==> config.mk <==
export PLATFORM = sky130hd
export DESIGN_NAME = datapath_pipe_flat
export DESIGN_NICKNAME = d
export VERILOG_FILES = /design/src/rtl/datapath_pkg.sv /design/src/rtl/datapath_pipe_if.sv /design/src/rtl/ula_param.sv /design/src/rtl/datapath_pipe.sv /design/src/flat_wrapper.sv
export SDC_FILE = /design/constraint.sdc
export NUM_CORES = 1
export LEC_CHECK = 0
export ABC_AREA = 1
export CAP_MARGIN = 20
export CORE_ASPECT_RATIO = 1.2
export CORE_MARGIN = 2
export CORE_UTILIZATION = 60
export CTS_BUF_LIST = sky130_fd_sc_hd__clkbuf_4
export DETAILED_ROUTE_END_ITERATION = 7
export PLACE_DENSITY = 0.82
export SLEW_MARGIN = 0
export SYNTH_ARGS = -nofsm -noshare
export SYNTH_HDL_FRONTEND = slang
export SYNTH_SLANG_ARGS = --single-unit
==> constraint.sdc <==
create_clock -name clk -period 2.4 [get_ports clk]
set_clock_uncertainty 0.15 [all_clocks]
set_input_delay 0.24 -clock clk [delete_from_list [all_inputs] [get_ports clk]]
set_output_delay 0.24 -clock clk [all_outputs]
set_load 0.01 [all_outputs]
==> src/rtl/datapath_pkg.sv <==
// Shared ALU opcode encoding and default sizing for the datapath pipe.
package datapath_pkg;

    localparam int DP_WIDTH = 8;
    localparam int DP_NREGS = 8;

    typedef enum logic [2:0] {
        ULA_ADD = 3'b000,
        ULA_SUB = 3'b001,
        ULA_AND = 3'b010,
        ULA_OR  = 3'b011,
        ULA_XOR = 3'b100,
        ULA_SLT = 3'b101,
        ULA_SLL = 3'b110,
        ULA_SRL = 3'b111
    } ula_op_t;

endpackage

==> src/rtl/datapath_pipe_if.sv <==
// Request/result bundle of the datapath pipe; master drives ops and
// external writes, slave is the pipe itself.
interface datapath_pipe_if import datapath_pkg::*; #(
    parameter int WIDTH = DP_WIDTH,
    parameter int NREGS = DP_NREGS
);
    localparam int AW = $clog2(NREGS);

    logic             we3;
    logic [AW-1:0]    wa3;
    logic [WIDTH-1:0] wd3;
    logic             in_valid;
    logic             in_ready;
    logic [2:0]       ula_control;
    logic [AW-1:0]    ra1;
    logic [AW-1:0]    ra2;
    logic             select_src;
    logic [WIDTH-1:0] constante;
    logic             wb_en;
    logic [AW-1:0]    wb_addr;
    logic [WIDTH-1:0] ULAResult;
    logic             out_valid;
    logic             Z, N, C, V;

    modport master (
        output we3, wa3, wd3, in_valid, ula_control, ra1, ra2, select_src,
               constante, wb_en, wb_addr,
        input  in_ready, ULAResult, out_valid, Z, N, C, V
    );

    modport slave (
        input  we3, wa3, wd3, in_valid, ula_control, ra1, ra2, select_src,
               constante, wb_en, wb_addr,
        output in_ready, ULAResult, out_valid, Z, N, C, V
    );

endinterface

==> src/rtl/ula_param.sv <==
// Combinational WIDTH-parametrised ALU producing result and Z/N/C/V.
module ula_param import datapath_pkg::*; #(
    parameter int WIDTH = DP_WIDTH
) (
    input  logic [WIDTH-1:0] a,
    input  logic [WIDTH-1:0] b,
    input  ula_op_t          op,
    output logic [WIDTH-1:0] y,
    output logic             z,
    output logic             n,
    output logic             c,
    output logic             v
);
    localparam int SW = $clog2(WIDTH);

    logic [WIDTH:0] sum, diff;

    assign sum  = {1'b0, a} + {1'b0, b};
    assign diff = {1'b0, a} - {1'b0, b};

    always_comb begin
        y = '0;
        c = 1'b0;
        v = 1'b0;
        case (op)
            ULA_ADD: begin
                y = sum[WIDTH-1:0];
                c = sum[WIDTH];
                v = (a[WIDTH-1] == b[WIDTH-1]) && (y[WIDTH-1] != a[WIDTH-1]);
            end
            ULA_SUB: begin
                // C is "no borrow": set when a >= b unsigned
                y = diff[WIDTH-1:0];
                c = ~diff[WIDTH];
                v = (a[WIDTH-1] != b[WIDTH-1]) && (y[WIDTH-1] != a[WIDTH-1]);
            end
            ULA_AND: y = a & b;
            ULA_OR:  y = a | b;
            ULA_XOR: y = a ^ b;
            ULA_SLT: y = {{(WIDTH-1){1'b0}}, ($signed(a) < $signed(b))};
            ULA_SLL: y = a << b[SW-1:0];
            ULA_SRL: y = a >> b[SW-1:0];
            default: y = '0;
        endcase
    end

    assign z = (y == '0);
    assign n = y[WIDTH-1];

endmodule

==> src/rtl/datapath_pipe.sv <==
// Two-stage register-file + ALU pipe. Define DATAPATH_FWD_EN to forward the
// executing result to a dependent op instead of stalling it one cycle.
module datapath_pipe import datapath_pkg::*; #(
    parameter int WIDTH = DP_WIDTH,
    parameter int NREGS = DP_NREGS
) (
    input  logic           clk,
    input  logic           rst,
    datapath_pipe_if.slave bus
);
    localparam int AW = $clog2(NREGS);

    logic [NREGS-1:0][WIDTH-1:0] regs;
    logic [1:0]                  vld_pipe;
    logic [WIDTH-1:0]            r_a, r_b;
    ula_op_t                     r_op;
    logic                        r_wb_en;
    logic [AW-1:0]               r_wb_addr;
    logic [WIDTH-1:0]            rd_a, rd_b, op_a, op_b;
    logic [WIDTH-1:0]            alu_y;
    logic                        alu_z, alu_n, alu_c, alu_v;
    logic [WIDTH-1:0]            res_q;
    logic [3:0]                  flg_q;
    logic                        accept, wb_fire;

    assign rd_a    = regs[bus.ra1];
    assign rd_b    = regs[bus.ra2];
    assign wb_fire = vld_pipe[0] && r_wb_en;

`ifdef DATAPATH_FWD_EN
    logic fwd_a, fwd_b;
    assign fwd_a = wb_fire && (r_wb_addr == bus.ra1);
    assign fwd_b = wb_fire && (r_wb_addr == bus.ra2);
    assign op_a  = fwd_a ? alu_y : rd_a;
    assign op_b  = bus.select_src ? bus.constante : (fwd_b ? alu_y : rd_b);
    assign bus.in_ready = rst;
`else
    // The executing op writes back on the next edge, so one wait cycle lets
    // the dependent op read the fresh value straight from the array.
    logic hazard;
    assign hazard = bus.in_valid && wb_fire &&
                    ((r_wb_addr == bus.ra1) ||
                     (!bus.select_src && (r_wb_addr == bus.ra2)));
    assign op_a  = rd_a;
    assign op_b  = bus.select_src ? bus.constante : rd_b;
    assign bus.in_ready = rst && !hazard;
`endif

    assign accept = bus.in_valid && bus.in_ready;

    ula_param #(.WIDTH(WIDTH)) u_ula (
        .a  (r_a),
        .b  (r_b),
        .op (r_op),
        .y  (alu_y),
        .z  (alu_z),
        .n  (alu_n),
        .c  (alu_c),
        .v  (alu_v)
    );

    // Write-back is last so it wins over an external write to the same address
    always_ff @(posedge clk or negedge rst) begin
        if (!rst) begin
            regs <= '0;
        end else begin
            if (bus.we3) regs[bus.wa3] <= bus.wd3;
            if (wb_fire) regs[r_wb_addr] <= alu_y;
        end
    end

    always_ff @(posedge clk or negedge rst) begin
        if (!rst) begin
            vld_pipe  <= '0;
            r_a       <= '0;
            r_b       <= '0;
            r_op      <= ULA_ADD;
            r_wb_en   <= 1'b0;
            r_wb_addr <= '0;
        end else begin
            vld_pipe <= {vld_pipe[0], accept};
            if (accept) begin
                r_a       <= op_a;
                r_b       <= op_b;
                r_op      <= ula_op_t'(bus.ula_control);
                r_wb_en   <= bus.wb_en;
                r_wb_addr <= bus.wb_addr;
            end
        end
    end

    always_ff @(posedge clk or negedge rst) begin
        if (!rst) begin
            res_q <= '0;
            flg_q <= '0;
        end else if (vld_pipe[0]) begin
            res_q <= alu_y;
            flg_q <= {alu_z, alu_n, alu_c, alu_v};
        end
    end

    assign bus.ULAResult = res_q;
    assign bus.out_valid = vld_pipe[1];
    assign bus.Z         = flg_q[3];
    assign bus.N         = flg_q[2];
    assign bus.C         = flg_q[1];
    assign bus.V         = flg_q[0];

endmodule
==> src/flat_wrapper.sv <==
// flat-port wrapper written by rule: the top's interface ports become plain ports
module datapath_pipe_flat import datapath_pkg::*;
#(
    parameter int WIDTH = DP_WIDTH,
    parameter int NREGS = DP_NREGS
)
  (clk, rst, bus_we3, bus_wa3, bus_wd3, bus_in_valid, bus_ula_control, bus_ra1, bus_ra2, bus_select_src, bus_constante, bus_wb_en, bus_wb_addr, bus_in_ready, bus_ULAResult, bus_out_valid, bus_Z, bus_N, bus_C, bus_V);
  datapath_pipe_if #(.WIDTH(WIDTH), .NREGS(NREGS)) bus_i ();
  input  logic clk;
  input  logic rst;
  input wire logic [$bits(bus_i.we3)-1:0] bus_we3;
  input wire logic [$bits(bus_i.wa3)-1:0] bus_wa3;
  input wire logic [$bits(bus_i.wd3)-1:0] bus_wd3;
  input wire logic [$bits(bus_i.in_valid)-1:0] bus_in_valid;
  input wire logic [$bits(bus_i.ula_control)-1:0] bus_ula_control;
  input wire logic [$bits(bus_i.ra1)-1:0] bus_ra1;
  input wire logic [$bits(bus_i.ra2)-1:0] bus_ra2;
  input wire logic [$bits(bus_i.select_src)-1:0] bus_select_src;
  input wire logic [$bits(bus_i.constante)-1:0] bus_constante;
  input wire logic [$bits(bus_i.wb_en)-1:0] bus_wb_en;
  input wire logic [$bits(bus_i.wb_addr)-1:0] bus_wb_addr;
  output wire logic [$bits(bus_i.in_ready)-1:0] bus_in_ready;
  output wire logic [$bits(bus_i.ULAResult)-1:0] bus_ULAResult;
  output wire logic [$bits(bus_i.out_valid)-1:0] bus_out_valid;
  output wire logic [$bits(bus_i.Z)-1:0] bus_Z;
  output wire logic [$bits(bus_i.N)-1:0] bus_N;
  output wire logic [$bits(bus_i.C)-1:0] bus_C;
  output wire logic [$bits(bus_i.V)-1:0] bus_V;
  assign bus_i.we3 = bus_we3;
  assign bus_i.wa3 = bus_wa3;
  assign bus_i.wd3 = bus_wd3;
  assign bus_i.in_valid = bus_in_valid;
  assign bus_i.ula_control = bus_ula_control;
  assign bus_i.ra1 = bus_ra1;
  assign bus_i.ra2 = bus_ra2;
  assign bus_i.select_src = bus_select_src;
  assign bus_i.constante = bus_constante;
  assign bus_i.wb_en = bus_wb_en;
  assign bus_i.wb_addr = bus_wb_addr;
  assign bus_in_ready = bus_i.in_ready;
  assign bus_ULAResult = bus_i.ULAResult;
  assign bus_out_valid = bus_i.out_valid;
  assign bus_Z = bus_i.Z;
  assign bus_N = bus_i.N;
  assign bus_C = bus_i.C;
  assign bus_V = bus_i.V;
  datapath_pipe #(.WIDTH(WIDTH), .NREGS(NREGS)) u_core (.clk(clk), .rst(rst), .bus(bus_i));
endmodule
Run 1, the metal 3 layer:
Drawn at 4 px/µm. Cells faint in the background.
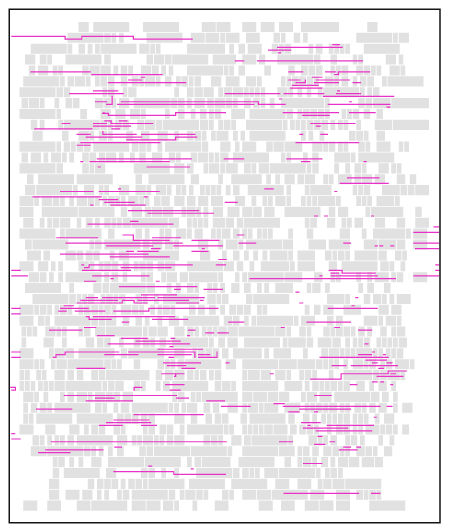
The layer carries 1,950 µm of wire. 154 nets have wire on it. The longest straight run is 43.7 µm.

Run 1, clock wiring as the flow saved it:
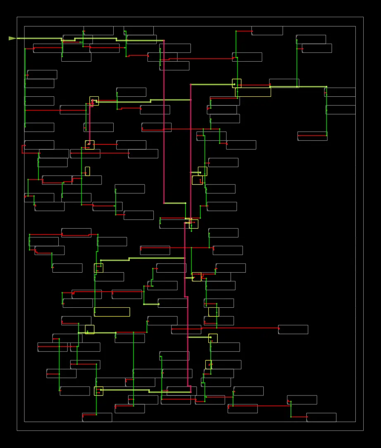
cts bufs inserted: 9
Clock group: 1.04 mW
Seq cells: 100
clk sink count: 100
Late-Pin Clk Latency: 500 ps

Run 1, the metal 4 layer:
Drawn at 3 px/µm. Supply wires on this layer in grey. Cells faint in the background.
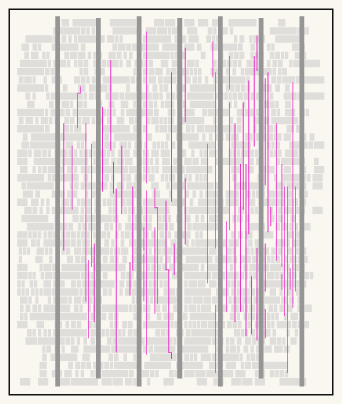
The wires run mostly vertical. The layer carries 1,760 µm of wire.

==> impl_metrics.ini, run 1 <==
; yosys + openroad results
[logic_synthesis]
fa_ha_area_share_pct = 4.59
netlist_area_um2 = 7690
xor_share_pct = 0.798
ys_seq_share_pct = 32.6
fp_nets = 1204
yosysTopAreaCell = dfrtp_1

[layout]
finish.utilization_pct = 70.9
buffer_area_share_pct = 12.5
num-fill-cells = 1109
antenna_cells = 1

[worst_setup_path]
crit_start = u_core.r_b[0]$_DFFE_PN0P_
crit_type = reg2reg

[power]
sw_frac_of_total_pct = 43.2
irDropWorstVdd_mv = 0.501
p_comb_share_pct = 49.5

[job]
warnings = 44

[timing]
hold_viol = 0
finalClockPeriodUsage_pct = 96.9

[clock_network]
postCtsSetupBuffers = 0
clk_pin_slew_worst_paths_ps = 160

[placed_design]
hpwl_um = 18700

[routing]
routedWlPerCell_um = 18.5

[floorplan]
rows = 45
taps = 164

[outcome]
status = finished clean
## run 1: worst register-to-register path: cells and delay by family, from the launching register on
kind            cells  cell delay [ps]
simple gates        4              380
compound gates      1               70
flops               1              450
xor+xnor            1              160
fa+ha+maj           2              660
buf+inv             4              380
## run 1: state kept, by name (all words and copies together), names as in the netlist
name / cells
u_core.regs: 64
u_core.r_a: 8
u_core.r_b: 8
u_core.bus.ULAResult: 7
u_core.flg_q: 4
u_core.r_op: 3
u_core.r_wb_addr: 3
u_core.vld_pipe: 2
u_core.r_wb_en: 1
## run 1: path summary, 6_finish.rpt
| kind | endpoint | cells after the start |
|---|---|---|
| max | u_core.regs[28]$_DFF_PN0_ | 12 |
| min | u_core.r_op[2]$_DFFE_PN0P_ | 3 |
| max reg2reg | u_core.regs[28]$_DFF_PN0_ | 12 |
| min reg2reg | u_core.bus.ULAResult[6]$_DFFE_PN0P_ | 2 |
| max in group asynchronous | u_core.r_op[1]$_DFFE_PN0P_ | 3 |
| min in group asynchronous | u_core.r_wb_addr[0]$_DFFE_PN0P_ | 3 |
## run 1: routing by layer
| layer | global-route usage (%) | vias to the layer above | part of all wire, % |
|---|---|---|---|
| met5 | 0 | - | 0 |
| met4 | 22.0 | 0 | 6.9 |
| met3 | 5.85 | 123 | 7.7 |
| met2 | 62.7 | 429 | 48 |
| met1 | 45.3 | 3704 | 37 |
| li1 | - | 3914 | - |
## run 1: metrics by stage
| step | hold slack, ps | cells | setup WS [ps] | setup TNS [ps] |
|---|---|---|---|---|
| final | 127 | 1375 | 73.4 | 0 |
| after global routing | 115 | 1375 | -57.0 | -356 |
| after CTS | 114 | 1370 | 25.8 | 0 |
| after detailed placement | 323 | 1353 | -4.25 | -4.25 |
| after global placement | 321 | 1353 | 58.1 | 0 |
| after floorplan | -206 | 1140 | 262 | 0 |
Run 1, layout detail:
Window x 55 to 105, y 71 to 121 µm. Cells in grey, sequential cells in the stronger grey; small squares are vias.
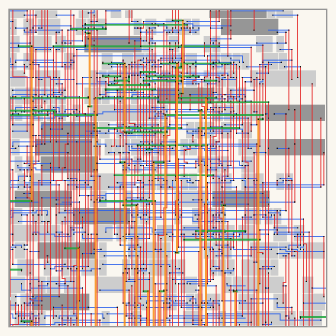

==> run 1 -> run 2 <==
--- a/config.mk
+++ b/config.mk
@@ -5,13 +5,12 @@
 export SDC_FILE = /design/constraint.sdc
 export NUM_CORES = 1
 export LEC_CHECK = 0
-export ABC_AREA = 1
 export CAP_MARGIN = 20
 export CORE_ASPECT_RATIO = 1.2
 export CORE_MARGIN = 2
 export CORE_UTILIZATION = 60
-export CTS_BUF_LIST = sky130_fd_sc_hd__clkbuf_4
 export DETAILED_ROUTE_END_ITERATION = 7
+export GPL_TIMING_DRIVEN = 0
 export PLACE_DENSITY = 0.82
 export SLEW_MARGIN = 0
 export SYNTH_ARGS = -nofsm -noshare
Run 2, layout detail:
Window x 54 to 104, y 69 to 119 µm. Cells in grey, sequential cells in the stronger grey; small squares are vias.
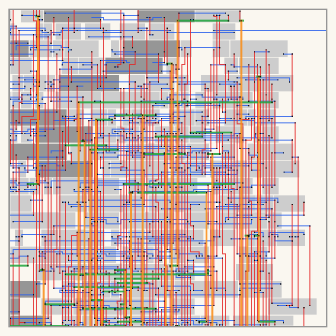
Red marks M2. Green marks M3. Orange marks M4. Blue marks M1.
Sequential cells in the window: 11. 170 logic cells have their middle in the window. Most frequent: nand2_1 (20), buf_4 (18), buf_2 (7). Netlist names of flops here include `u_core.r_a` (4), `u_core.r_b` (3), `u_core.r_op` (3).

Run 2, the metal 4 layer:
Drawn at 3 px/µm. Supply wires on this layer in grey. Cells faint in the background.
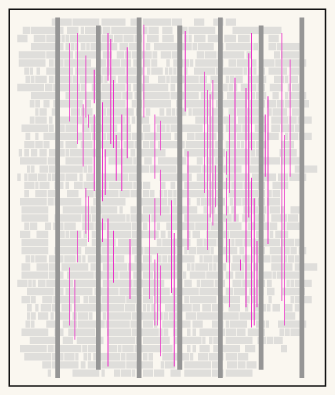
49 nets have wire on it. The longest straight run is 89.1 µm. The wires run mostly vertical. The layer carries 1,710 µm of wire. The layer holds 7.0% of the routed length.
routed vias: 6,790
drt total wl: 24,500 µm

==> run 2 against run 1 <==
Against the previous run: the flow now finishes with violations (negative setup slack); via count fell by 17%; global-route usage fell by 0.14 points; first-iteration DRC count shrank 19%; sequential share of layout area down 1.3 points; non-clock buffer count grew 19; critical path type unchanged.
==> impl_metrics.ini, run 2 <==
; yosys + openroad results
[placed_design]
hpwl_um = 16600
dp_slack_ps = -814

[clock_network]
clk_path_buf_depth = 2
clk_latency_ps = 350
cts_made_buffers = 9
cts.sinks = 100
clk_pin_slew_worst_paths_ps = 70
postCtsSetupBuffers = 26
cts_tree = yes

[outcome]
violations = negative setup slack
status = finished, violations left

[layout]
finish.utilization_pct = 78.2
largest_reg_flops = 64
num-fill-cells = 788
regMostFlops = u_core.regs
antenna_cells = 0
top_regs = u_core.regs: 64 flops, u_core.r_a: 8 flops, u_core.r_b: 8 flops
logic_area_um2 = 4980

[floorplan]
rows = 44
ios = 51

[timing]
fmax_mhz = 360
fin_hold_ws_ps = 208
rsz0062_at_grt = yes
hold_viol = 0
finalClockPeriodUsage_pct = 116
finalSetupViolCount = 66
layout_setup_ws_ps = -379

[logic_synthesis]
top_area_share_pct = 34.1
netlist_area_um2 = 7330
synth_flops = 100
ys_seq_share_pct = 34.1
fp_nets = 806
synthCells = 742
common_cells = 100 x dfrtp_1, 75 x a21oi_1, 62 x nor2_1
ys_types = 77
yosysTopAreaCell = dfrtp_1

[routing]
routedWlPerCell_um = 24.4
final_antenna_net_count = 0

[worst_setup_path]
cp.buffers_inverters = 2
critPathTopFamily = AND-OR/OR-AND gates
crit_chain = inv_2, ha_4, fa_2, o21bai_4, a21oi_4, o311a_4, o211ai_1, and4_1, clkbuf_8, nand4b_4, o41ai_2
r2r_end = u_core.flg_q[3]$_DFFE_PN0P_
ff2ff_path_depth = 11
timing.rr.start = u_core.r_a[0]$_DFFE_PN0P_
crit_type = reg2reg
critical-path-slowest-cell = dfrtp_2

[global_route]
grt_pass1_vias = 6918

[job]
warnings = 46

[power]
irDropWorstVdd_mv = 0.689
Run 2, the metal 3 layer:
Drawn at 4 px/µm. Cells faint in the background.
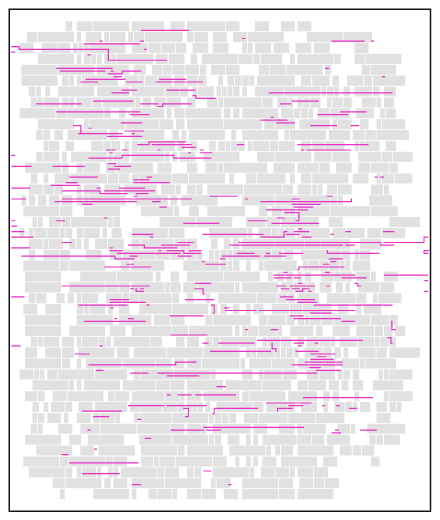
met3 Usage GRT: 4.80%

## run 2: worst max-delay path by stage
stage	from	endpoint	slack, ps	cells past startpoint
floorplan	u_core.r_a[0]$_DFFE_PN0P_	u_core.flg_q[3]$_DFFE_PN0P_	-190	10
global placement	rst	bus_in_ready	-2780	3
detailed placement	u_core.r_b[2]$_DFFE_PN0P_	u_core.flg_q[3]$_DFFE_PN0P_	-810	11
CTS	u_core.r_a[0]$_DFFE_PN0P_	u_core.regs[46]$_DFF_PN0_	-350	11
global route	u_core.r_a[0]$_DFFE_PN0P_	u_core.flg_q[3]$_DFFE_PN0P_	-440	11
finish	u_core.r_a[0]$_DFFE_PN0P_	u_core.flg_q[3]$_DFFE_PN0P_	-380	11
## run 2: through the flow
step | setup TNS, ps | instances
after detailed placement | -34420 | 941
after floorplan | -974 | 742
final | -11190 | 1004
after global routing | -15870 | 1004
after CTS | -11230 | 985
after global placement | -362590 | 940
## run 2: final cells by class
class	count	area share, %
clock inverter	5	0.880
multi-input combinational	555	53.0
inverter	29	1.29
clock buffer	11	2.59
tap	161	2.15
timing repair buffer	88	9.80
sequential	100	26.8
buffer	55	3.44
## run 2: cell families after synthesis
kind of cell,share of synthesized area [%]
buf+inv,5.46
simple gates,13.6
flops,34.1
compound gates,17.4
fa+ha+maj,4.81
mux,23.2
xor+xnor,1.43
## run 2: report_power, final
part / total [mW] / switching (mW) / leakage, nW / internal, mW
clock network: 1.61 / 0.660 / 0.161 / 0.949
logic: 5.85 / 2.94 / 2.45 / 2.91
registers: 2.85 / 0.586 / 1.18 / 2.26
## run 2: layer usage
layer	up-vias	track usage (%)	wire length [µm]
met5	-	0	0
met4	0	23.5	1710
li1	2911	-	-
met1	3338	41.9	8390
met3	129	4.80	1620
met2	412	66.3	12800
Run 2, I/O pins on the die edge:
Drawn at 3 px/µm. Pins as bars across the die edge, other pins in grey.
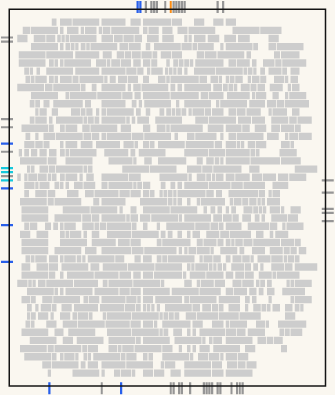

==> run 2 -> run 3 <==
--- a/config.mk
+++ b/config.mk
@@ -5,6 +5,7 @@
 export SDC_FILE = /design/constraint.sdc
 export NUM_CORES = 1
 export LEC_CHECK = 0
+export ABC_AREA = 1
 export CAP_MARGIN = 20
 export CORE_ASPECT_RATIO = 1.2
 export CORE_MARGIN = 2
==> constraint.sdc (replaced) <==
create_clock -name clk -period 2.4 [get_ports clk]
set_clock_uncertainty 0.15 [all_clocks]
set_input_delay 0.24 -clock clk [delete_from_list [all_inputs] [get_ports clk]]
set_output_delay 0.24 -clock clk [all_outputs]
set_load 0.005 [all_outputs]
Run 3, I/O pins on the die edge:
Drawn at 3 px/µm. Pins as bars across the die edge, other pins in grey.
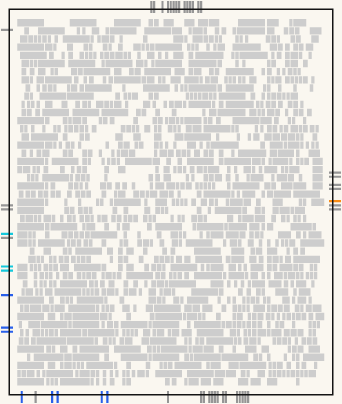
Orange marks `bus_in_ready`, pins 1, direction output, edge east. Blue marks `bus_wd3`, pins 8, direction input, edge 5 south, 3 west. Cyan marks `bus_wa3`, pins 3, direction input, edge west.
All pins by edge: 20 south, 14 north, 10 west, 7 east.
Die W: 107 µm
number of port buffers: 36
Die Height: 128 µm

Run 3, the metal 3 layer:
Drawn at 4 px/µm. Cells faint in the background.
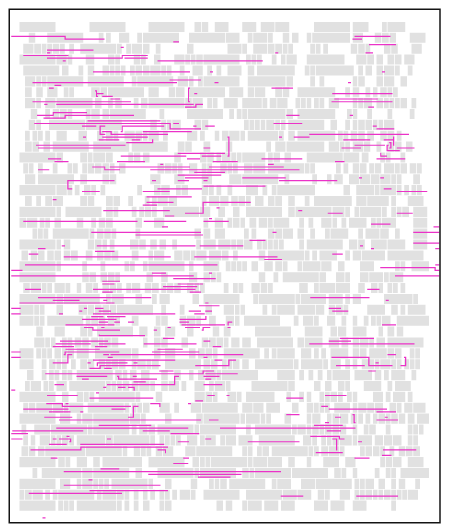
The layer carries 2,530 µm of wire. 197 nets have wire on it. The wires run mostly horizontal. The longest straight run is 54.1 µm. The layer holds 8.8% of the routed length.
routed vias: 8,570
drt total wl: 28,800 µm
met3 Usage GRT: 6.51%

Run 3, layout detail:
Window x 55 to 105, y 71 to 121 µm. Cells in grey, sequential cells in the stronger grey; small squares are vias.
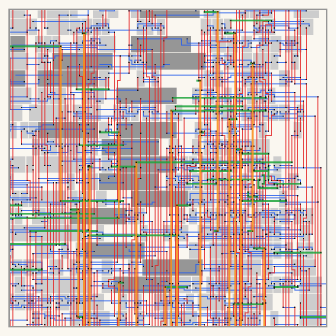

==> run 3 against run 2 <==
Against the previous run: first-iteration DRC count grew 69%; the flow now finishes without violations; synthesized cell count grew 54%; via count is 26% higher; critical path type unchanged; combinational power fell by 38%; global-route usage up 4.6 points.
==> impl_metrics.ini, run 3 <==
; yosys + openroad results
[global_route]
use_met1_pct = 47.7
use_met2_pct = 72.7

[timing]
rsz0062_at_grt = yes
fmax_mhz = 418
setup-tns-final_ps = 0
finalClockPeriodUsage_pct = 99.6
fin_hold_ws_ps = 156

[outcome]
status = finished clean

[layout]
largest_class = combinational gates
clock_area_share_pct = 3.08
nNonClkBuffers = 144
buffer_area_share_pct = 12.6
regMostFlops = u_core.regs

[clock_network]
cts.sinks = 100
cts_tree = yes
clk_pin_slew_worst_paths_ps = 70

[floorplan]
ios = 51
taps = 164

[worst_setup_path]
crit_start = u_core.r_a[5]$_DFFE_PN0P_

[logic_synthesis]
ys_seq_share_pct = 32.6
synth_flops = 100

[routing]
routedWlPerCell_um = 20.6
top_layer_used = met4

[placed_design]
hpwl_um = 20400
-- run 3: netlist changes by cell type after synthesis, moves of 55 or more --
cell and delta:
nand2_1 +163, inv_1 +94, nand3_1 +82, nor2_1 +61
o21ai_0 +55
-- run 3: worst max-delay path, stage by stage (launching register included) --
cell and delay [ps]:
dfrtp_2 430, inv_1 60, ha_1 260, clkbuf_4 190, nand3_1 90, nand2_1 80
nand3b_1 190, nor2_1 230, nand3_2 180, inv_2 240, a21oi_1 140
-- run 3: cells by family after synthesis --
| group | synth area share [%] |
|---|---|
| AND-OR/OR-AND | 23.2 |
| buffers and inverters | 11.4 |
| adder cells (fa/ha/maj) | 4.59 |
| flip-flops | 32.6 |
| multiplexers | 0.146 |
| AND/OR/NAND/NOR | 27.3 |
| XOR/XNOR | 0.798 |
-- run 3: path summary, 6_finish.rpt --
path	end	slack, ps	cells past startpoint
worst max-delay path	u_core.regs[53]$_DFF_PN0_	10	10
worst min-delay path	u_core.r_wb_addr[1]$_DFFE_PN0P_	160	3
worst max register to register	u_core.regs[53]$_DFF_PN0_	10	10
worst min register to register	u_core.bus.ULAResult[6]$_DFFE_PN0P_	350	2
max in group asynchronous	u_core.r_a[6]$_DFFE_PN0P_	810	5
min in group asynchronous	u_core.regs[11]$_DFF_PN0_	430	4
-- run 3: repair_timing --
| action | CTS | global route |
|---|---|---|
| pin swaps | 4 | 11 |
| endpoints found under the setup margin | 72 | 57 |
| endpoints found under the hold margin | 46 | 0 |
| gates resized | 23 | 24 |
| hold buffers | 5 | 0 |
| buffers inserted | 19 | 15 |
| gates cloned | 1 | 0 |
-- run 3: report_power, final --
part           internal [mW]  total [mW]  switching (mW)  leakage, nW
registers               2.12        2.53           0.404         1.20
logic                   1.40        3.62            2.23         3.03
clock network          0.741        1.40           0.658        0.133
total                   4.26        7.55            3.29         4.36
Power is estimated from default activity; no workload was simulated.
